### Clock network drawn from the DEF, run 1

Drawn at 4 px/µm.
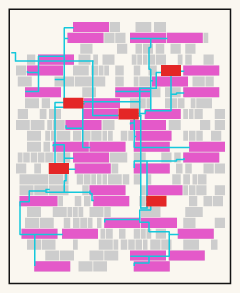
### PDN straps and rails, run 1

Drawn at 6 px/µm. Pins as bars on the die edge.
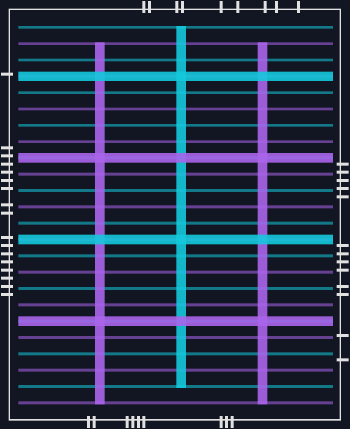
### Metal layers overlaid, run 1

Drawn at 6 px/µm.
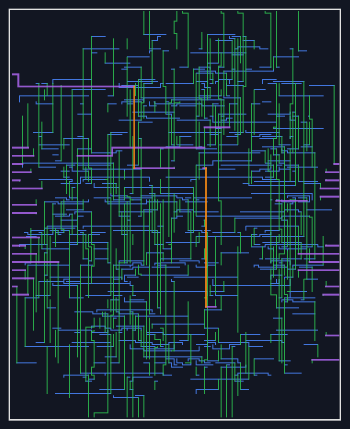
### The clock network, run 1

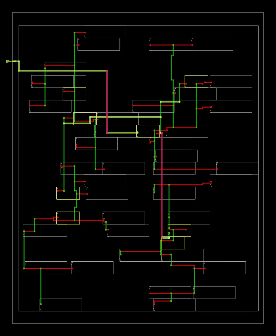
File: src/rtl/lector_destinos.sv
// lector_destinos: round-robin egress reader merging the D0/D1 destination FIFOs.
// Destination-bit checking is compiled in when LECTOR_DEST_CHECK_EN is defined.
module lector_destinos #(
    parameter int BW = 6,
    parameter int CW = 8
) (
    input  logic          clk,
    input  logic          reset_L,
    input  logic          enable,
    input  logic          D0_empty,
    input  logic          D1_empty,
    input  logic          D0_error_output,
    input  logic          D1_error_output,
    input  logic [BW-1:0] D0_data_out,
    input  logic [BW-1:0] D1_data_out,
    output logic          D0_rd,
    output logic          D1_rd,
    input  logic          out_stall,
    output logic [BW-1:0] data_out,
    output logic          valid_out,
    output logic          src_out,
    output logic [CW-1:0] cnt_D0,
    output logic [CW-1:0] cnt_D1,
    output logic          error_out,
    output logic          dest_mismatch
);

    typedef enum logic [1:0] {
        IDLE,
        ACTIVE,
        ERROR
    } state_t;

    state_t        state_q;
    logic          last_q;
    logic          inflight_q;
    logic          inflight_src_q;
    logic          skid_vld_q;
    logic          skid_src_q;
    logic [BW-1:0] skid_data_q;
    logic [BW-1:0] data_q;
    logic          valid_q;
    logic          src_q;
    logic [CW-1:0] cnt0_q;
    logic [CW-1:0] cnt1_q;
    logic          err_q;
    logic          mis_q;

    logic          sel;
    logic          sel_empty;
    logic          issue;
    logic          accept;
    logic          deliver;
    logic          any_err;
    logic          mis_hit;
    logic          all_empty;
    logic [BW-1:0] cap_data;

    // last_q = 1 means D1 was served last, so D0 wins a tie
    always_comb begin
        sel = D0_empty;
        if (!D0_empty && !D1_empty) begin
            sel = ~last_q;
        end
    end

    assign sel_empty = sel ? D1_empty : D0_empty;
    assign issue     = (state_q == ACTIVE) && enable && !out_stall
                     && !skid_vld_q && !sel_empty;
    assign D0_rd     = issue && !sel;
    assign D1_rd     = issue && sel;

    assign cap_data  = inflight_src_q ? D1_data_out : D0_data_out;
    assign accept    = !valid_q || !out_stall;
    assign deliver   = valid_q && !out_stall;
    assign all_empty = D0_empty && D1_empty;
    assign any_err   = D0_error_output || D1_error_output || mis_q;

`ifdef LECTOR_DEST_CHECK_EN
    assign mis_hit = inflight_q && (cap_data[BW-2] != inflight_src_q);
`else
    assign mis_hit = 1'b0;
`endif

    always_ff @(posedge clk or negedge reset_L) begin
        if (!reset_L) begin
            state_q <= IDLE;
            err_q   <= 1'b0;
        end else begin
            case (state_q)
                IDLE: begin
                    if (any_err) begin
                        state_q <= ERROR;
                        err_q   <= 1'b1;
                    end else if (enable && !all_empty) begin
                        state_q <= ACTIVE;
                    end
                end
                ACTIVE: begin
                    if (any_err) begin
                        state_q <= ERROR;
                        err_q   <= 1'b1;
                    end else if (all_empty && !inflight_q
                                 && !skid_vld_q && !valid_q) begin
                        state_q <= IDLE;
                    end
                end
                default: begin
                    state_q <= ERROR;
                    err_q   <= 1'b1;
                end
            endcase
        end
    end

    always_ff @(posedge clk or negedge reset_L) begin
        if (!reset_L) begin
            last_q         <= 1'b1;
            inflight_q     <= 1'b0;
            inflight_src_q <= 1'b0;
            skid_vld_q     <= 1'b0;
            skid_src_q     <= 1'b0;
            skid_data_q    <= '0;
            data_q         <= '0;
            valid_q        <= 1'b0;
            src_q          <= 1'b0;
            mis_q          <= 1'b0;
        end else begin
            inflight_q <= issue;
            if (issue) begin
                inflight_src_q <= sel;
                last_q         <= sel;
            end
            mis_q <= mis_q | mis_hit;
            // Skid entry always drains ahead of a newly captured word
            if (accept) begin
                if (skid_vld_q) begin
                    data_q     <= skid_data_q;
                    src_q      <= skid_src_q;
                    valid_q    <= 1'b1;
                    skid_vld_q <= inflight_q;
                    if (inflight_q) begin
                        skid_data_q <= cap_data;
                        skid_src_q  <= inflight_src_q;
                    end
                end else if (inflight_q) begin
                    data_q  <= cap_data;
                    src_q   <= inflight_src_q;
                    valid_q <= 1'b1;
                end else begin
                    valid_q <= 1'b0;
                end
            end else if (inflight_q) begin
                skid_vld_q  <= 1'b1;
                skid_data_q <= cap_data;
                skid_src_q  <= inflight_src_q;
            end
        end
    end

    always_ff @(posedge clk or negedge reset_L) begin
        if (!reset_L) begin
            cnt0_q <= '0;
            cnt1_q <= '0;
        end else if (deliver) begin
            if (src_q) begin
                if (cnt1_q != {CW{1'b1}}) cnt1_q <= cnt1_q + CW'(1);
            end else begin
                if (cnt0_q != {CW{1'b1}}) cnt0_q <= cnt0_q + CW'(1);
            end
        end
    end

    assign data_out      = data_q;
    assign valid_out     = valid_q;
    assign src_out       = src_q;
    assign cnt_D0        = cnt0_q;
    assign cnt_D1        = cnt1_q;
    assign error_out     = err_q;
    assign dest_mismatch = mis_q;

endmodule
File: config.mk
export PLATFORM = sky130hd
export DESIGN_NAME = lector_destinos
export DESIGN_NICKNAME = d
export VERILOG_FILES = /design/src/rtl/lector_destinos.sv
export SDC_FILE = /design/constraint.sdc
export NUM_CORES = 1
export LEC_CHECK = 0
export CORE_ASPECT_RATIO = 1.25
export CORE_MARGIN = 1
export CORE_UTILIZATION = 50
export DETAILED_ROUTE_END_ITERATION = 8
export PLACE_DENSITY_LB_ADDON = 0.3
export SYNTH_ARGS = -nofsm -noshare
export SYNTH_HDL_FRONTEND = slang
export SYNTH_SLANG_ARGS = --single-unit
File: constraint.sdc
create_clock -name clk -period 2.95 [get_ports clk]
set_input_delay 0.295 -clock clk [delete_from_list [all_inputs] [get_ports clk]]
set_output_delay 0.295 -clock clk [all_outputs]
set_load 0.1 [all_outputs]
==> impl_metrics.toml, run 1 <==
# physical design summary
[status]
run_status = "finished, final reports clean"

[layout]
final_cell_count_no_fill = 259
fillerInstances = 267
inverters = 5
clock_area_share_pct = 4.82
comb_cells = 125

[yosys]
synth_seq_share_pct = 54.4
muxShareOfSynthArea_pct = 7.86
ys_cells = 174
avgSynthCellArea_um2 = 10.1
ff_type = "dfrtp_1"
top_area_share_pct = 52.9
top_cells_by_area = "dfrtp_1 53%, o21ai_0 5.7%, nand2_1 5.1%"
syn_nets = 196
netlist_instances = 174

[grt]
grt_pass1_wl_um = 5880
grt_pass1_vias = 1366

[setup_path]
reg2reg_depth = 2
cp-start-kind = "flip-flop"

[floorplanning]
fp_util_pct = 53.4
ioPinCount = 48
nWellTaps = 37

[flow_run]
cap_violations = 0

[sta]
tightest_slew_ns = 1.14
slew_headroom_pct = 23.2

[power]
p_comb_share_pct = 5.5
p_leak_nw = 1.16
switching_share_pct = 20.5

[cts]
cts_root_buf = "clkbuf_8"
Notes on 'Clock network drawn from the DEF' above:
[clock-net drivers] red | count: 5
[clock wires] cyan | length: 437 µm
[flip-flops] magenta | count: 38
flops lie: widely spread
routed clock nets: 6
Clock Latency Late Sink: 0.29 ns
Clock power frac: 41.5%
Clock group: 0.408 mW
Worst Skew: 0.00558 ns

Notes on 'PDN straps and rails' above:
| net | color |
|---|---|
| VSS | purple |
| VDD | cyan |
rows: 23
met5 straps: 4
met4 straps: 3
signal pins: 48

Notes on 'Metal layers overlaid' above:
| layer | color | wire length |
|---|---|---|
| M3 | purple | 156 µm |
| M1 | blue | 1540 µm |
| M2 | green | 1910 µm |
| M4 | orange | 36.7 µm |
DR WL/cell: 14.1 µm
Vias: 1415
final WL: 3640 µm
GRT Overall Usage: 22.4%

Notes on 'The clock network' above:
CTS Sinks: 38
Seq cells: 38
CLK BUF: 8
CTS Buf Count: 5

### Logic cells by family, run 1

Drawn at 4 px/µm.
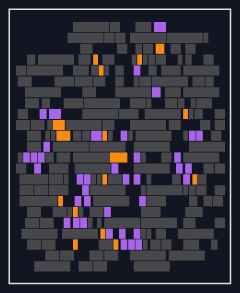

==> run 2, diff against run 1 <==
--- a/config.mk
+++ b/config.mk
@@ -7,7 +7,7 @@
 export LEC_CHECK = 0
 export CORE_ASPECT_RATIO = 1.25
 export CORE_MARGIN = 1
-export CORE_UTILIZATION = 50
+export CORE_UTILIZATION = 47
 export DETAILED_ROUTE_END_ITERATION = 8
 export PLACE_DENSITY_LB_ADDON = 0.3
 export SYNTH_ARGS = -nofsm -noshare
==> constraint.sdc (replaced) <==
create_clock -name clk -period 2.3 [get_ports clk]
set_input_delay 0.23 -clock clk [delete_from_list [all_inputs] [get_ports clk]]
set_output_delay 0.23 -clock clk [all_outputs]
set_load 0.1 [all_outputs]
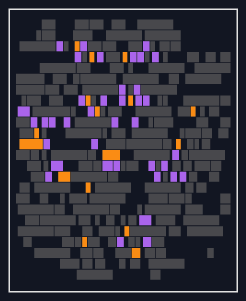
*Logic cells by family, run 2*
Drawn at 4 px/µm.
| family | color | cells | most used |
|---|---|---|---|
| aoi and oai cells | purple | 38 | o21ai_0 |
| nor cells | orange | 16 | nor2_1 |

==> impl_metrics.toml, run 2 <==
# physical design summary
[status]
run_status = "finished, final reports clean"

[power]
p_leak_nw = 1.16
switching_share_pct = 21.9
internal-power_mw = 0.943
net-switching-power_mw = 0.264
powerClk_mw = 0.468
p_clk_share_pct = 38.7
p_comb_share_pct = 5.8

[yosys]
muxShareOfSynthArea_pct = 7.86
ff_type = "dfrtp_1"
ys_cells = 174
top_area_share_pct = 52.9
syn_nets = 196
avgSynthCellArea_um2 = 10.1
top_cells_by_area = "dfrtp_1 53%, o21ai_0 5.7%, nand2_1 5.1%"
netlist_instances = 174
synth_seq_share_pct = 54.4

[layout]
fillerInstances = 301
final_common_cell = "dfrtp_1"
comb_cells = 125
clock_area_share_pct = 3.96
nClkBuffers = 7

[cts]
insertion_delay_ns = 0.30
cts_root_buf = "clkbuf_8"
htree_num_levels = 2
cts_sinks = 38
numCtsBuffers = 5

[grt]
track_usage_pct = 20.1
grt_pass1_wl_um = 6070
grtUsageMet1_pct = 22.2
grt_pass1_vias = 1385

[sta]
slew_headroom_pct = 46.1
tightest_slew_ns = 0.808
skew_ns = 0.00502

[floorplanning]
nWellTaps = 39
fp_util_pct = 49.9
rows = 24

[drt]
drt-wirelength-per-cell_um = 13.8
vias = 1438
drtAntennaViolNets = 0

[setup_path]
reg2reg_depth = 4
cp-start-kind = "flip-flop"
crit_arrival_ns = 1.83

[flow_run]
cap_violations = 0
### Metal layers overlaid, run 2

Drawn at 6 px/µm.
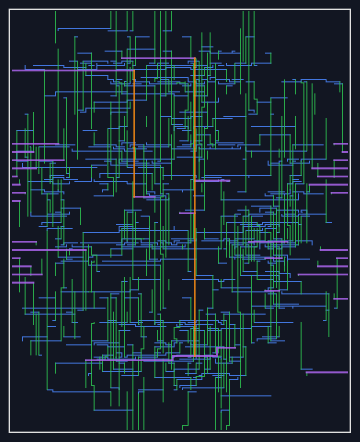

==> run 3, diff against run 2 <==
--- a/config.mk
+++ b/config.mk
@@ -5,9 +5,12 @@
 export SDC_FILE = /design/constraint.sdc
 export NUM_CORES = 1
 export LEC_CHECK = 0
+export ABC_AREA = 1
+export CELL_PAD_IN_SITES_DETAIL_PLACEMENT = 1
+export CELL_PAD_IN_SITES_GLOBAL_PLACEMENT = 2
 export CORE_ASPECT_RATIO = 1.25
 export CORE_MARGIN = 1
-export CORE_UTILIZATION = 47
+export CORE_UTILIZATION = 27
 export DETAILED_ROUTE_END_ITERATION = 8
 export PLACE_DENSITY_LB_ADDON = 0.3
 export SYNTH_ARGS = -nofsm -noshare
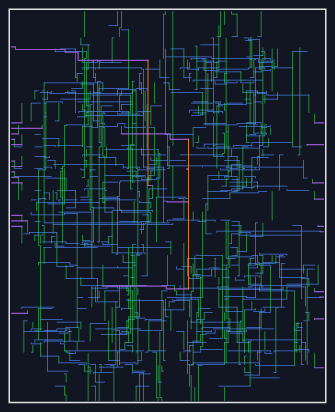
*Metal layers overlaid, run 3*
Drawn at 4 px/µm.
| layer | color | wire length |
|---|---|---|
| M3 | purple | 141 µm |
| M2 | green | 2520 µm |
| M4 | orange | 68.7 µm |
| M1 | blue | 2130 µm |
final WL: 4860 µm
Vias: 1799

==> impl_metrics.toml, run 3 <==
# physical design summary
[floorplanning]
rows = 34
ioPinCount = 48

[flow_run]
cap_violations = 0

[layout]
comb_cells = 195
fillerInstances = 911
clock_area_share_pct = 3.50
final_cell_count_no_fill = 407
final_common_cell = "nand2_1"
flops = 38

[yosys]
syn_nets = 285
avgSynthCellArea_um2 = 7.56
muxShareOfSynthArea_pct = 0
netlist_instances = 263
top_cells_by_area = "dfrtp_1 47%, nand2_1 22%, inv_1 4.2%"

[grt]
track_usage_pct = 14.1
grt_pass1_vias = 1826

[cts]
cts_sinks = 38
htree_num_levels = 2

[power]
net-switching-power_mw = 0.330
p_comb_share_pct = 10.1
powerClk_mw = 0.482

[drt]
drt-wirelength-per-cell_um = 11.9

[setup_path]
cp-start-kind = "flip-flop"

[status]
run_status = "finished, final reports clean"
Power figures rest on the tool's default switching activity, not on a simulated workload.
